### Clock wiring as the flow saved it, run 1

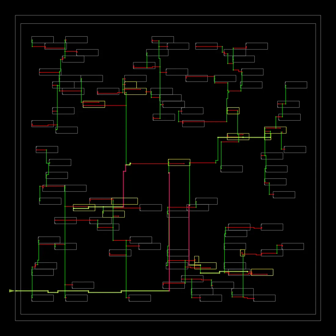
### I/O nets highlighted, run 1

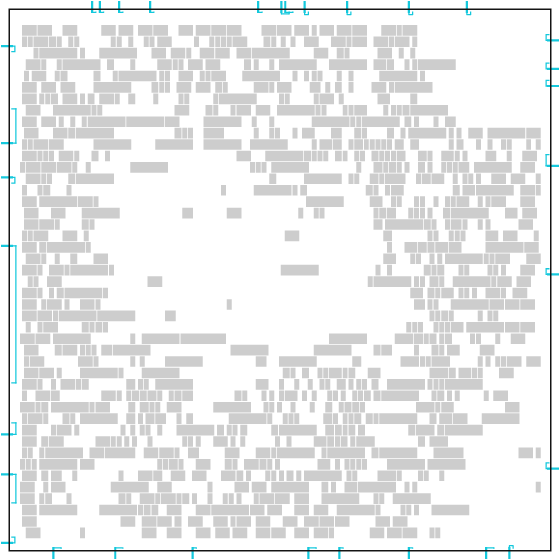
### Signal wires by layer, run 1

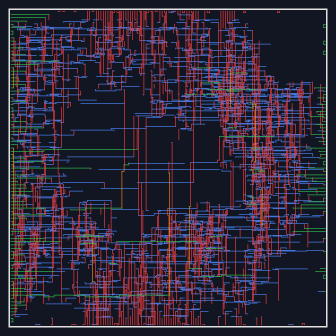
[config.mk]
export PLATFORM = sky130hd
export DESIGN_NAME = axi_burst_master_flat
export DESIGN_NICKNAME = d
export VERILOG_FILES = /design/src/rtl/axi_burst_master_if.sv /design/src/rtl/axi_burst_master.sv /design/src/flat_wrapper.sv
export SDC_FILE = /design/constraint.sdc
export NUM_CORES = 1
export LEC_CHECK = 0
export ABC_AREA = 1
export CAP_MARGIN = 30
export CORE_MARGIN = 2
export CORE_UTILIZATION = 35
export DETAILED_ROUTE_END_ITERATION = 7
export HOLD_SLACK_MARGIN = 0.08
export PLACE_DENSITY = 0.73
export SLEW_MARGIN = 5
export SYNTH_ARGS = -nofsm -noshare
export SYNTH_HDL_FRONTEND = slang
export SYNTH_SLANG_ARGS = --single-unit
[constraint.sdc]
create_clock -name aclk -period 4.17 [get_ports aclk]
set_input_delay 0.6255 -clock aclk [delete_from_list [all_inputs] [get_ports aclk]]
set_output_delay 0.6255 -clock aclk [all_outputs]
set_load 0.02 [all_outputs]
[src/rtl/axi_burst_master_if.sv]
// Command, AXI4 and read-stream signals of axi_burst_master, bundled as one interface.
// master: the burst master's view. slave: the view of whatever drives commands and
// responds on the AXI channels.
interface axi_burst_master_if #(
    parameter int unsigned ADDR_W = 32,
    parameter int unsigned DATA_W = 32,
    parameter int unsigned LEN_W  = 8
);
    // Command port
    logic                  cmd_valid;
    logic                  cmd_ready;
    logic                  cmd_write;
    logic [ADDR_W-1:0]     cmd_addr;
    logic [LEN_W-1:0]      cmd_len;
    logic [1:0]            cmd_burst;
    logic [DATA_W-1:0]     cmd_wbase;
    // AXI read address / data
    logic [ADDR_W-1:0]     araddr;
    logic [LEN_W-1:0]      arlen;
    logic [2:0]            arsize;
    logic [1:0]            arburst;
    logic                  arvalid;
    logic                  arready;
    logic [DATA_W-1:0]     rdata;
    logic [1:0]            rresp;
    logic                  rlast;
    logic                  rvalid;
    logic                  rready;
    // AXI write address / data / response
    logic [ADDR_W-1:0]     awaddr;
    logic [LEN_W-1:0]      awlen;
    logic [2:0]            awsize;
    logic [1:0]            awburst;
    logic                  awvalid;
    logic                  awready;
    logic [DATA_W-1:0]     wdata;
    logic [DATA_W/8-1:0]   wstrb;
    logic                  wlast;
    logic                  wvalid;
    logic                  wready;
    logic [1:0]            bresp;
    logic                  bvalid;
    logic                  bready;
    // Read beat stream and completion status
    logic [DATA_W-1:0]     rd_data;
    logic                  rd_valid;
    logic                  rd_last;
    logic                  done;
    logic                  err;
    logic                  len_err;

    modport master (
        input  cmd_valid, cmd_write, cmd_addr, cmd_len, cmd_burst, cmd_wbase,
        output cmd_ready,
        output araddr, arlen, arsize, arburst, arvalid,
        input  arready,
        input  rdata, rresp, rlast, rvalid,
        output rready,
        output awaddr, awlen, awsize, awburst, awvalid,
        input  awready,
        output wdata, wstrb, wlast, wvalid,
        input  wready,
        input  bresp, bvalid,
        output bready,
        output rd_data, rd_valid, rd_last, done, err, len_err
    );

    modport slave (
        output cmd_valid, cmd_write, cmd_addr, cmd_len, cmd_burst, cmd_wbase,
        input  cmd_ready,
        input  araddr, arlen, arsize, arburst, arvalid,
        output arready,
        output rdata, rresp, rlast, rvalid,
        input  rready,
        input  awaddr, awlen, awsize, awburst, awvalid,
        output awready,
        input  wdata, wstrb, wlast, wvalid,
        output wready,
        output bresp, bvalid,
        input  bready,
        input  rd_data, rd_valid, rd_last, done, err, len_err
    );
endinterface

[src/rtl/axi_burst_master.sv]
// Single-outstanding AXI4 burst master. Accepts one command, runs a read or write
// burst, streams read beats out unbuffered and pulses done with err/len_err status.
// Write data is a counting pattern: cmd_wbase + beat index.
module axi_burst_master #(
    parameter int unsigned ADDR_W = 32,
    parameter int unsigned DATA_W = 32,  // 32, 64 or 128
    parameter int unsigned LEN_W  = 8
) (
    input logic             aclk,
    input logic             areset_n,
    axi_burst_master_if.master bus
);
    localparam int unsigned STRB_W = DATA_W / 8;
    localparam int unsigned SIZE   = $clog2(STRB_W);

    typedef enum logic [2:0] {StIdle, StRaddr, StRdata, StWaddr, StWdata, StWresp} state_e;

    state_e            state_q, state_d;
    logic [ADDR_W-1:0] addr_q;
    logic [LEN_W-1:0]  len_q;
    logic [LEN_W-1:0]  cnt_q;
    logic [1:0]        burst_q;
    logic [DATA_W-1:0] wbase_q;
    logic              err_q;
    logic              wrap_err_q;  // illegal WRAP accepted last cycle: report it now

    logic cmd_hs, r_hs, w_hs, b_hs, bad_wrap;

    // Handshake decode; inputs only count in the state that owns them
    always_comb begin
        cmd_hs   = bus.cmd_valid && (state_q == StIdle);
        r_hs     = bus.rvalid && (state_q == StRdata);
        w_hs     = bus.wready && (state_q == StWdata);
        b_hs     = bus.bvalid && (state_q == StWresp);
        // WRAP bursts must be 2, 4, 8 or 16 beats long
        bad_wrap = (bus.cmd_burst == 2'b10) &&
                   (bus.cmd_len != LEN_W'(1)) && (bus.cmd_len != LEN_W'(3)) &&
                   (bus.cmd_len != LEN_W'(7)) && (bus.cmd_len != LEN_W'(15));
    end

    // Next state and all bus outputs
    always_comb begin
        state_d     = state_q;
        bus.cmd_ready = (state_q == StIdle);
        bus.araddr  = '0;
        bus.arlen   = len_q;
        bus.arsize  = 3'(SIZE);
        bus.arburst = burst_q;
        bus.arvalid = 1'b0;
        bus.rready  = 1'b0;
        bus.awaddr  = '0;
        bus.awlen   = len_q;
        bus.awsize  = 3'(SIZE);
        bus.awburst = burst_q;
        bus.awvalid = 1'b0;
        bus.wdata   = wbase_q + DATA_W'(cnt_q);
        bus.wstrb   = '1;
        bus.wlast   = 1'b0;
        bus.wvalid  = 1'b0;
        bus.bready  = 1'b0;
        bus.rd_data = bus.rdata;
        bus.rd_valid = r_hs;
        bus.rd_last = r_hs && bus.rlast;
        bus.done    = wrap_err_q || (r_hs && bus.rlast) || b_hs;
        bus.err     = err_q || (r_hs && (bus.rresp != 2'b00)) || (b_hs && (bus.bresp != 2'b00));
        bus.len_err = r_hs && bus.rlast && (cnt_q != len_q);

        unique case (state_q)
            StIdle: begin
                if (bus.cmd_valid && !bad_wrap) state_d = bus.cmd_write ? StWaddr : StRaddr;
            end
            StRaddr: begin
                bus.arvalid = 1'b1;
                bus.araddr  = addr_q;
                if (bus.arready) state_d = StRdata;
            end
            StRdata: begin
                bus.rready = 1'b1;
                if (bus.rvalid && bus.rlast) state_d = StIdle;
            end
            StWaddr: begin
                bus.awvalid = 1'b1;
                bus.awaddr  = addr_q;
                if (bus.awready) state_d = StWdata;
            end
            StWdata: begin
                bus.wvalid = 1'b1;
                bus.wlast  = (cnt_q == len_q);
                if (bus.wready && (cnt_q == len_q)) state_d = StWresp;
            end
            StWresp: begin
                bus.bready = 1'b1;
                if (bus.bvalid) state_d = StIdle;
            end
            default: state_d = StIdle;
        endcase
    end

    // State, latched command and beat/error bookkeeping
    always_ff @(posedge aclk or negedge areset_n) begin
        if (!areset_n) begin
            state_q    <= StIdle;
            addr_q     <= '0;
            len_q      <= '0;
            cnt_q      <= '0;
            burst_q    <= '0;
            wbase_q    <= '0;
            err_q      <= 1'b0;
            wrap_err_q <= 1'b0;
        end else begin
            state_q    <= state_d;
            wrap_err_q <= cmd_hs && bad_wrap;
            if (cmd_hs) begin
                addr_q  <= bus.cmd_addr & ~ADDR_W'(STRB_W - 1);
                len_q   <= bus.cmd_len;
                burst_q <= bus.cmd_burst;
                wbase_q <= bus.cmd_wbase;
                cnt_q   <= '0;
                err_q   <= bad_wrap;
            end else begin
                // Saturate rather than wrap so an overlong read still reports len_err sanely
                if ((r_hs || w_hs) && (cnt_q != '1)) cnt_q <= cnt_q + 1'b1;
                if ((r_hs && (bus.rresp != 2'b00)) || (b_hs && (bus.bresp != 2'b00))) begin
                    err_q <= 1'b1;
                end
            end
        end
    end
endmodule
[src/flat_wrapper.sv]
// flat-port wrapper written by rule: the top's interface ports become plain ports
module axi_burst_master_flat 
#(
    parameter int unsigned ADDR_W = 32,
    parameter int unsigned DATA_W = 32,                  
    parameter int unsigned LEN_W  = 8
)
  (aclk, areset_n, bus_cmd_valid, bus_cmd_write, bus_cmd_addr, bus_cmd_len, bus_cmd_burst, bus_cmd_wbase, bus_cmd_ready, bus_araddr, bus_arlen, bus_arsize, bus_arburst, bus_arvalid, bus_arready, bus_rdata, bus_rresp, bus_rlast, bus_rvalid, bus_rready, bus_awaddr, bus_awlen, bus_awsize, bus_awburst, bus_awvalid, bus_awready, bus_wdata, bus_wstrb, bus_wlast, bus_wvalid, bus_wready, bus_bresp, bus_bvalid, bus_bready, bus_rd_data, bus_rd_valid, bus_rd_last, bus_done, bus_err, bus_len_err);
  axi_burst_master_if #(.ADDR_W(ADDR_W), .DATA_W(DATA_W), .LEN_W(LEN_W)) bus_i ();
  input logic aclk;
  input logic areset_n;
  input wire logic [$bits(bus_i.cmd_valid)-1:0] bus_cmd_valid;
  input wire logic [$bits(bus_i.cmd_write)-1:0] bus_cmd_write;
  input wire logic [$bits(bus_i.cmd_addr)-1:0] bus_cmd_addr;
  input wire logic [$bits(bus_i.cmd_len)-1:0] bus_cmd_len;
  input wire logic [$bits(bus_i.cmd_burst)-1:0] bus_cmd_burst;
  input wire logic [$bits(bus_i.cmd_wbase)-1:0] bus_cmd_wbase;
  output wire logic [$bits(bus_i.cmd_ready)-1:0] bus_cmd_ready;
  output wire logic [$bits(bus_i.araddr)-1:0] bus_araddr;
  output wire logic [$bits(bus_i.arlen)-1:0] bus_arlen;
  output wire logic [$bits(bus_i.arsize)-1:0] bus_arsize;
  output wire logic [$bits(bus_i.arburst)-1:0] bus_arburst;
  output wire logic [$bits(bus_i.arvalid)-1:0] bus_arvalid;
  input wire logic [$bits(bus_i.arready)-1:0] bus_arready;
  input wire logic [$bits(bus_i.rdata)-1:0] bus_rdata;
  input wire logic [$bits(bus_i.rresp)-1:0] bus_rresp;
  input wire logic [$bits(bus_i.rlast)-1:0] bus_rlast;
  input wire logic [$bits(bus_i.rvalid)-1:0] bus_rvalid;
  output wire logic [$bits(bus_i.rready)-1:0] bus_rready;
  output wire logic [$bits(bus_i.awaddr)-1:0] bus_awaddr;
  output wire logic [$bits(bus_i.awlen)-1:0] bus_awlen;
  output wire logic [$bits(bus_i.awsize)-1:0] bus_awsize;
  output wire logic [$bits(bus_i.awburst)-1:0] bus_awburst;
  output wire logic [$bits(bus_i.awvalid)-1:0] bus_awvalid;
  input wire logic [$bits(bus_i.awready)-1:0] bus_awready;
  output wire logic [$bits(bus_i.wdata)-1:0] bus_wdata;
  output wire logic [$bits(bus_i.wstrb)-1:0] bus_wstrb;
  output wire logic [$bits(bus_i.wlast)-1:0] bus_wlast;
  output wire logic [$bits(bus_i.wvalid)-1:0] bus_wvalid;
  input wire logic [$bits(bus_i.wready)-1:0] bus_wready;
  input wire logic [$bits(bus_i.bresp)-1:0] bus_bresp;
  input wire logic [$bits(bus_i.bvalid)-1:0] bus_bvalid;
  output wire logic [$bits(bus_i.bready)-1:0] bus_bready;
  output wire logic [$bits(bus_i.rd_data)-1:0] bus_rd_data;
  output wire logic [$bits(bus_i.rd_valid)-1:0] bus_rd_valid;
  output wire logic [$bits(bus_i.rd_last)-1:0] bus_rd_last;
  output wire logic [$bits(bus_i.done)-1:0] bus_done;
  output wire logic [$bits(bus_i.err)-1:0] bus_err;
  output wire logic [$bits(bus_i.len_err)-1:0] bus_len_err;
  assign bus_i.cmd_valid = bus_cmd_valid;
  assign bus_i.cmd_write = bus_cmd_write;
  assign bus_i.cmd_addr = bus_cmd_addr;
  assign bus_i.cmd_len = bus_cmd_len;
  assign bus_i.cmd_burst = bus_cmd_burst;
  assign bus_i.cmd_wbase = bus_cmd_wbase;
  assign bus_cmd_ready = bus_i.cmd_ready;
  assign bus_araddr = bus_i.araddr;
  assign bus_arlen = bus_i.arlen;
  assign bus_arsize = bus_i.arsize;
  assign bus_arburst = bus_i.arburst;
  assign bus_arvalid = bus_i.arvalid;
  assign bus_i.arready = bus_arready;
  assign bus_i.rdata = bus_rdata;
  assign bus_i.rresp = bus_rresp;
  assign bus_i.rlast = bus_rlast;
  assign bus_i.rvalid = bus_rvalid;
  assign bus_rready = bus_i.rready;
  assign bus_awaddr = bus_i.awaddr;
  assign bus_awlen = bus_i.awlen;
  assign bus_awsize = bus_i.awsize;
  assign bus_awburst = bus_i.awburst;
  assign bus_awvalid = bus_i.awvalid;
  assign bus_i.awready = bus_awready;
  assign bus_wdata = bus_i.wdata;
  assign bus_wstrb = bus_i.wstrb;
  assign bus_wlast = bus_i.wlast;
  assign bus_wvalid = bus_i.wvalid;
  assign bus_i.wready = bus_wready;
  assign bus_i.bresp = bus_bresp;
  assign bus_i.bvalid = bus_bvalid;
  assign bus_bready = bus_i.bready;
  assign bus_rd_data = bus_i.rd_data;
  assign bus_rd_valid = bus_i.rd_valid;
  assign bus_rd_last = bus_i.rd_last;
  assign bus_done = bus_i.done;
  assign bus_err = bus_i.err;
  assign bus_len_err = bus_i.len_err;
  axi_burst_master #(.ADDR_W(ADDR_W), .DATA_W(DATA_W), .LEN_W(LEN_W)) u_core (.aclk(aclk), .areset_n(areset_n), .bus(bus_i));
endmodule
==> impl_metrics.yaml, run 1 <==
# generated from flow reports
cells_and_area:
  seq_area_mm2: 0.00213
  drive_above_1_share_pct: 3.97
  final_cell_mix: "nand2_1, clkdlybuf4s50_1, nor2_1"
  design_area_mm2: 0.00760
  largest_class: "logic gates"
  num-nonclk-buffers: 215
  final_nets: 1057
  syn_to_final_growth_pct: 39.9
  reg_top3: "u_core.wbase_q x32, u_core.addr_q x30"
  nFillCells: 1497
  utilization_pct: 50.0
  clk_share_pct: 3.95
  bufAreaShareNonClock_pct: 28.1
  seq_area_share_pct: 28.0
  design.seq.count: 85
timing:
  period_used_pct: 83.7
  fmax_mhz: 286
  tightest_slew_ps: 737
  maxSlewViolCount: 0
  hold_viol: 0
setup_path:
  cp-startpoint: "u_core.cnt_q[0]$_DFFE_PN0P_"
  cp-end-kind: "primary output"
  path_max_fanout: 5
  arrival_ps: 2870
  crit_buf_inv: 1
  crit_slowest_cell: "clkdlybuf4s50_1"
  start_kind: "register"
pwr:
  power_frac_comb_pct: 55.1
  p_seq_share_pct: 29.1
  ir_worst_vdd_v: 0.000379
  swShare_pct: 44.3
  power.leakage_nw: 3.59
yosys:
  xor_share_pct: 4.84
  synth-main-ff-cell: "dfrtp_1"
  top_area_share_pct: 39.1
  largest_area_cell: "dfrtp_1"
  async_reset_ff_share_pct: 100
  ys_types: 32
  mux_share_pct: 0
  compound_area_share_pct: 6.59
  avgSynthCellArea_um2: 7.08
  synth-adder-area-share_pct: 2.44
route:
  drt_pass1_iterations: 5
  highest_layer: "met4"
  drt-vias-per-instance: 4.58
  routed_wl_um: 15000
  wl_met3_um: 987
placed_design:
  portBuffers: 209
  gp_congestion: 0.918
  dpl.hpwl_um: 11400
  place_area_mm2: 0.00730
grt:
  grtUsageMet3_pct: 5.24
  grt_usage_pct: 18.4
  met2_usage_pct: 31.0
  use_met1_pct: 22.6
  grt_max_degree: 56
clock_tree:
  clock_path_buffers: 2
  clock_sinks: 85
  hold_buffers: 0
  cts_setup_buffers: 0
  path_clk_slew_ps: 60
  cts-root-buf: "clkbuf_16"
flow_run:
  cap_violations: 0
floorplan:
  io_pins: 290
  fp_util_pct: 35.7
  core-area_mm2: 0.0152
  n_tap_cell: 188
status:
  run_status: "finished clean"
-- 'Clock wiring as the flow saved it' (at the start) --
Clock Skew: 10.1 ps
CTS Buf Count: 9
Latency at later pin: 350 ps
P_clk: 822 µW

-- 'I/O nets highlighted' (at the start) --
bus_rdata -> cyan  # bits 32, direction input, end cells 0, buffers 0, wire 119 µm

-- 'Signal wires by layer' (at the start) --
M2 -> red  # wire length 7210 µm
M4 -> orange  # wire length 213 µm
M1 -> blue  # wire length 6600 µm
M3 -> green  # wire length 987 µm

run 1: final timing paths:
| kind | to | slack [ps] | cells after the start |
|---|---|---|---|
| worst max-delay path | bus_wdata[22] | 680 | 10 |
| worst min register to register | u_core.wbase_q[0]$_DFFE_PN0P_ | 490 | 2 |
| worst max register to register | u_core.addr_q[12]$_DFFE_PN0P_ | 1830 | 8 |
| worst min-delay path | u_core.addr_q[3]$_DFFE_PN0P_ | 330 | 1 |
| min in group aclk | u_core.wbase_q[0]$_DFFE_PN0P_ | 490 | 2 |
| max in group asynchronous | u_core.addr_q[30]$_DFFE_PN0P_ | 2930 | 2 |
### Clock distribution, run 1

Scale bar: 50 µm.
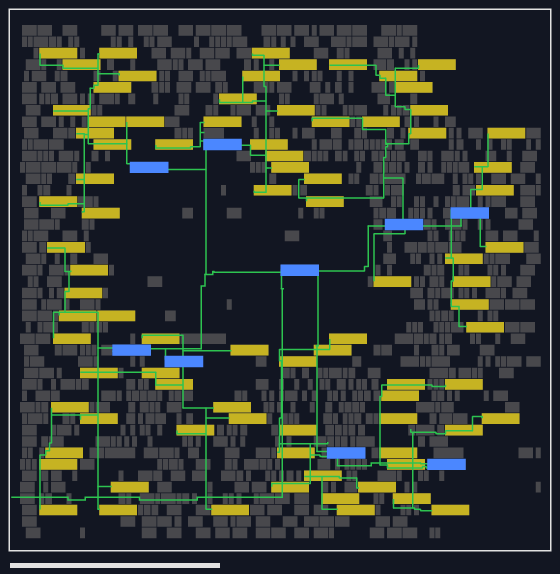

==> run 1 -> run 2 <==
==> constraint.sdc (replaced) <==
create_clock -name aclk -period 3.4 [get_ports aclk]
set_input_delay 0.51 -clock aclk [delete_from_list [all_inputs] [get_ports aclk]]
set_output_delay 0.51 -clock aclk [all_outputs]
set_load 0.02 [all_outputs]
### Clock distribution, run 2

Scale bar: 50 µm.
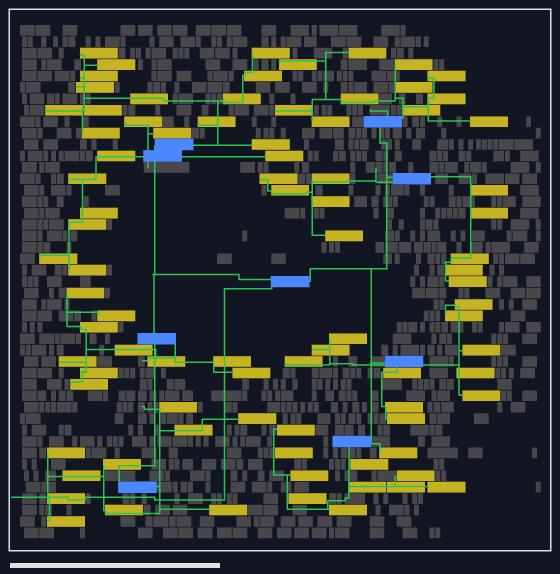
clock-net drivers -> blue  # count 9
clock wires -> green  # length 1210 µm
flip-flops -> yellow  # count 85
flops lie = widely spread
routed clock nets = 10

==> impl_metrics.yaml, run 2 <==
# generated from flow reports
status:
  run_status: "finished clean"
route:
  drt_pass1_iterations: 5
  detail_route.wl_per_cell_um: 13.2
  vias: 5118
  route.detailed.drc: 0
  drt-vias-per-instance: 4.57
  drt_iter0_markers: 227
  ant_nets: 0
  routed_wl_um: 14800
clock_tree:
  path_clk_slew_ps: 60
  clock_latency_ps: 340
  hold_buffers: 0
  cts_tree: "built"
  clock_path_buffers: 2
  tritoncts.num_buffers: 9
  clock_sinks: 85
  ctsHtreeMaxLevel: 3
  cts_resized: 1
  cts_setup_buffers: 0
  cts-root-buf: "clkbuf_16"
setup_path:
  crit_slowest_cell: "clkdlybuf4s50_1"
  reg2regPathDepth: 8
  crit_cells: 9
  cp-end-kind: "primary output"
  start_kind: "register"
  cp-startpoint: "u_core.cnt_q[0]$_DFFE_PN0P_"
  path_max_fanout: 5
  slowest_delay_ps: 640
  required_ps: 2890
  reg2reg_slack_ps: 1330
  r2r_start: "u_core.state_q[1]$_DFFE_PN0P_"
  crit_family: "adder cells"
  cp_cell_sequence: "ha_1 > fa_1 > nand3_1 > nand2_1 > nand2_1 > nand2_2 > nand2_2 > xnor2_1 > clkdlybuf4s50_1"
  worstSetupEndpoint: "bus_wdata[10]"
  regToRegEndpoint: "u_core.addr_q[12]$_DFFE_PN0P_"
  path_class: "reg -> out"
  crit_buf_inv: 1
  arrival_ps: 2720
placed_design:
  place_ws_ps: 397
  gp_congestion: 0.895
  dpl.hpwl_um: 11500
  portBuffers: 209
  dp_cells: 1104
pwr:
  totalPowerFinal_mw: 6.36
  power.leakage_nw: 3.79
  ir_worst_vdd_v: 0.000449
  power.density_mw_per_mm2: 830
cells_and_area:
  logic_gate_count: 534
  lay_top_count: "nand2_1"
  final_cell_mix: "nand2_1, clkdlybuf4s50_1, nor2_1"
  comb_area_mm2: 0.00250
  reg_top3: "u_core.wbase_q x32, u_core.addr_q x30"
  clk_share_pct: 4.06
  seq_area_share_pct: 27.8
  clkbuf_count: 12
  inv_count: 82
  diodes: 0
  largest_reg_flops: 32
  instances_no_fill: 1120
  seq_area_mm2: 0.00213
  nFillCells: 1501
  syn_to_final_growth_pct: 41.1
  final_nets: 1057
  comb_area_share_pct: 32.6
  drive_above_1_share_pct: 4.08
  num-nonclk-buffers: 215
  regMostFlops: "u_core.wbase_q"
  design.seq.count: 85
  largest_class: "logic gates"
  bufAreaShareNonClock_pct: 28.5
yosys:
  xor_share_pct: 4.84
  largest_area_cell: "dfrtp_1"
  synth-main-ff-cell: "dfrtp_1"
  synth-adder-area-share_pct: 2.44
  syn_area_mm2: 0.00543
  ys_types: 32
  top_cells_by_area: "dfrtp_1, nand2_1, buf_4"
  ys_ff: 85
  avgSynthCellArea_um2: 7.08
  compound_area_share_pct: 6.59
  async_reset_ff_share_pct: 100
  most_common_cell: "nand2_1"
  common_cells: "nand2_1, nor2_1, dfrtp_1"
  edf_count: 0
  synth_seq_share_pct: 39.1
  yosysChipArea_mm2: 0.00543
  yosys_warnings: 0
  top_area_share_pct: 39.1
  ys_top_logic_family: "simple AND/OR/NAND/NOR gates"
  ys_cells: 767
  mux_share_pct: 0
  simple_gate_share_pct: 31.2
  synthCells: 767
timing:
  hold_ws_ps: 258
  period_used_pct: 95.1
  fin_setup_tns_ps: 0
  setup_viol: 0
  fmax_mhz: 309
  layout_setup_ws_ps: 166
  maxSlewViolCount: 0
  slew_headroom_pct: 45.1
  rsz0062_at_grt: "false"
  tightest_slew_ps: 823
  fin_skew_ps: 6.34
  hold_viol: 0
  finalCriticalPeriod_ps: 3230
floorplan:
  io_pins: 290
  rows: 45
  fp_util_pct: 35.7
  fp.dieW_um: 129
  core-area_mm2: 0.0152
  dieArea_mm2: 0.0165
  die_y_um: 129
  n_tap_cell: 188
grt:
  grt_pass1_wl_um: 23400
  grt_usage_pct: 18.0
  grt_pass1_vias: 4852
  grt_overflow: 0
  grt_max_degree: 66
  antenna_found_initial: 2
worst_hold_path:
  hold_class: "in -> async"
flow_run:
  warnings: 28
  cap_violations: 0
[run 2: metal layers]
metal | global-route usage, % | vias up | share of wire [%]
li1 | - | 2622 | -
met1 | 23.0 | 2280 | 44
met2 | 29.4 | 182 | 47
met3 | 4.24 | 30 | 6.5
met4 | 7.42 | 4 | 1.9
met5 | 0 | - | 0.20
[run 2: per-stage QoR]
| stage | cell area, µm² | utilization [%] |
|---|---|---|
| 6_report | 7660 | 50.4 |
| 3_5_place_dp | 7320 | 48.1 |
| 3_3_place_gp | 7320 | 48.1 |
| 5_1_grt | 7660 | 50.4 |
| 2_1_floorplan | 5480 | - |
| 4_1_cts | 7630 | 50.2 |
[run 2: where the power goes]
group | internal (mW) | switching (mW) | leakage [nW]
logic | 1.47 | 2.02 | 2.56
registers | 1.46 | 0.387 | 1.07
clock network | 0.625 | 0.397 | 0.158
No activity file was given, so power comes from the tool's default toggle rates.
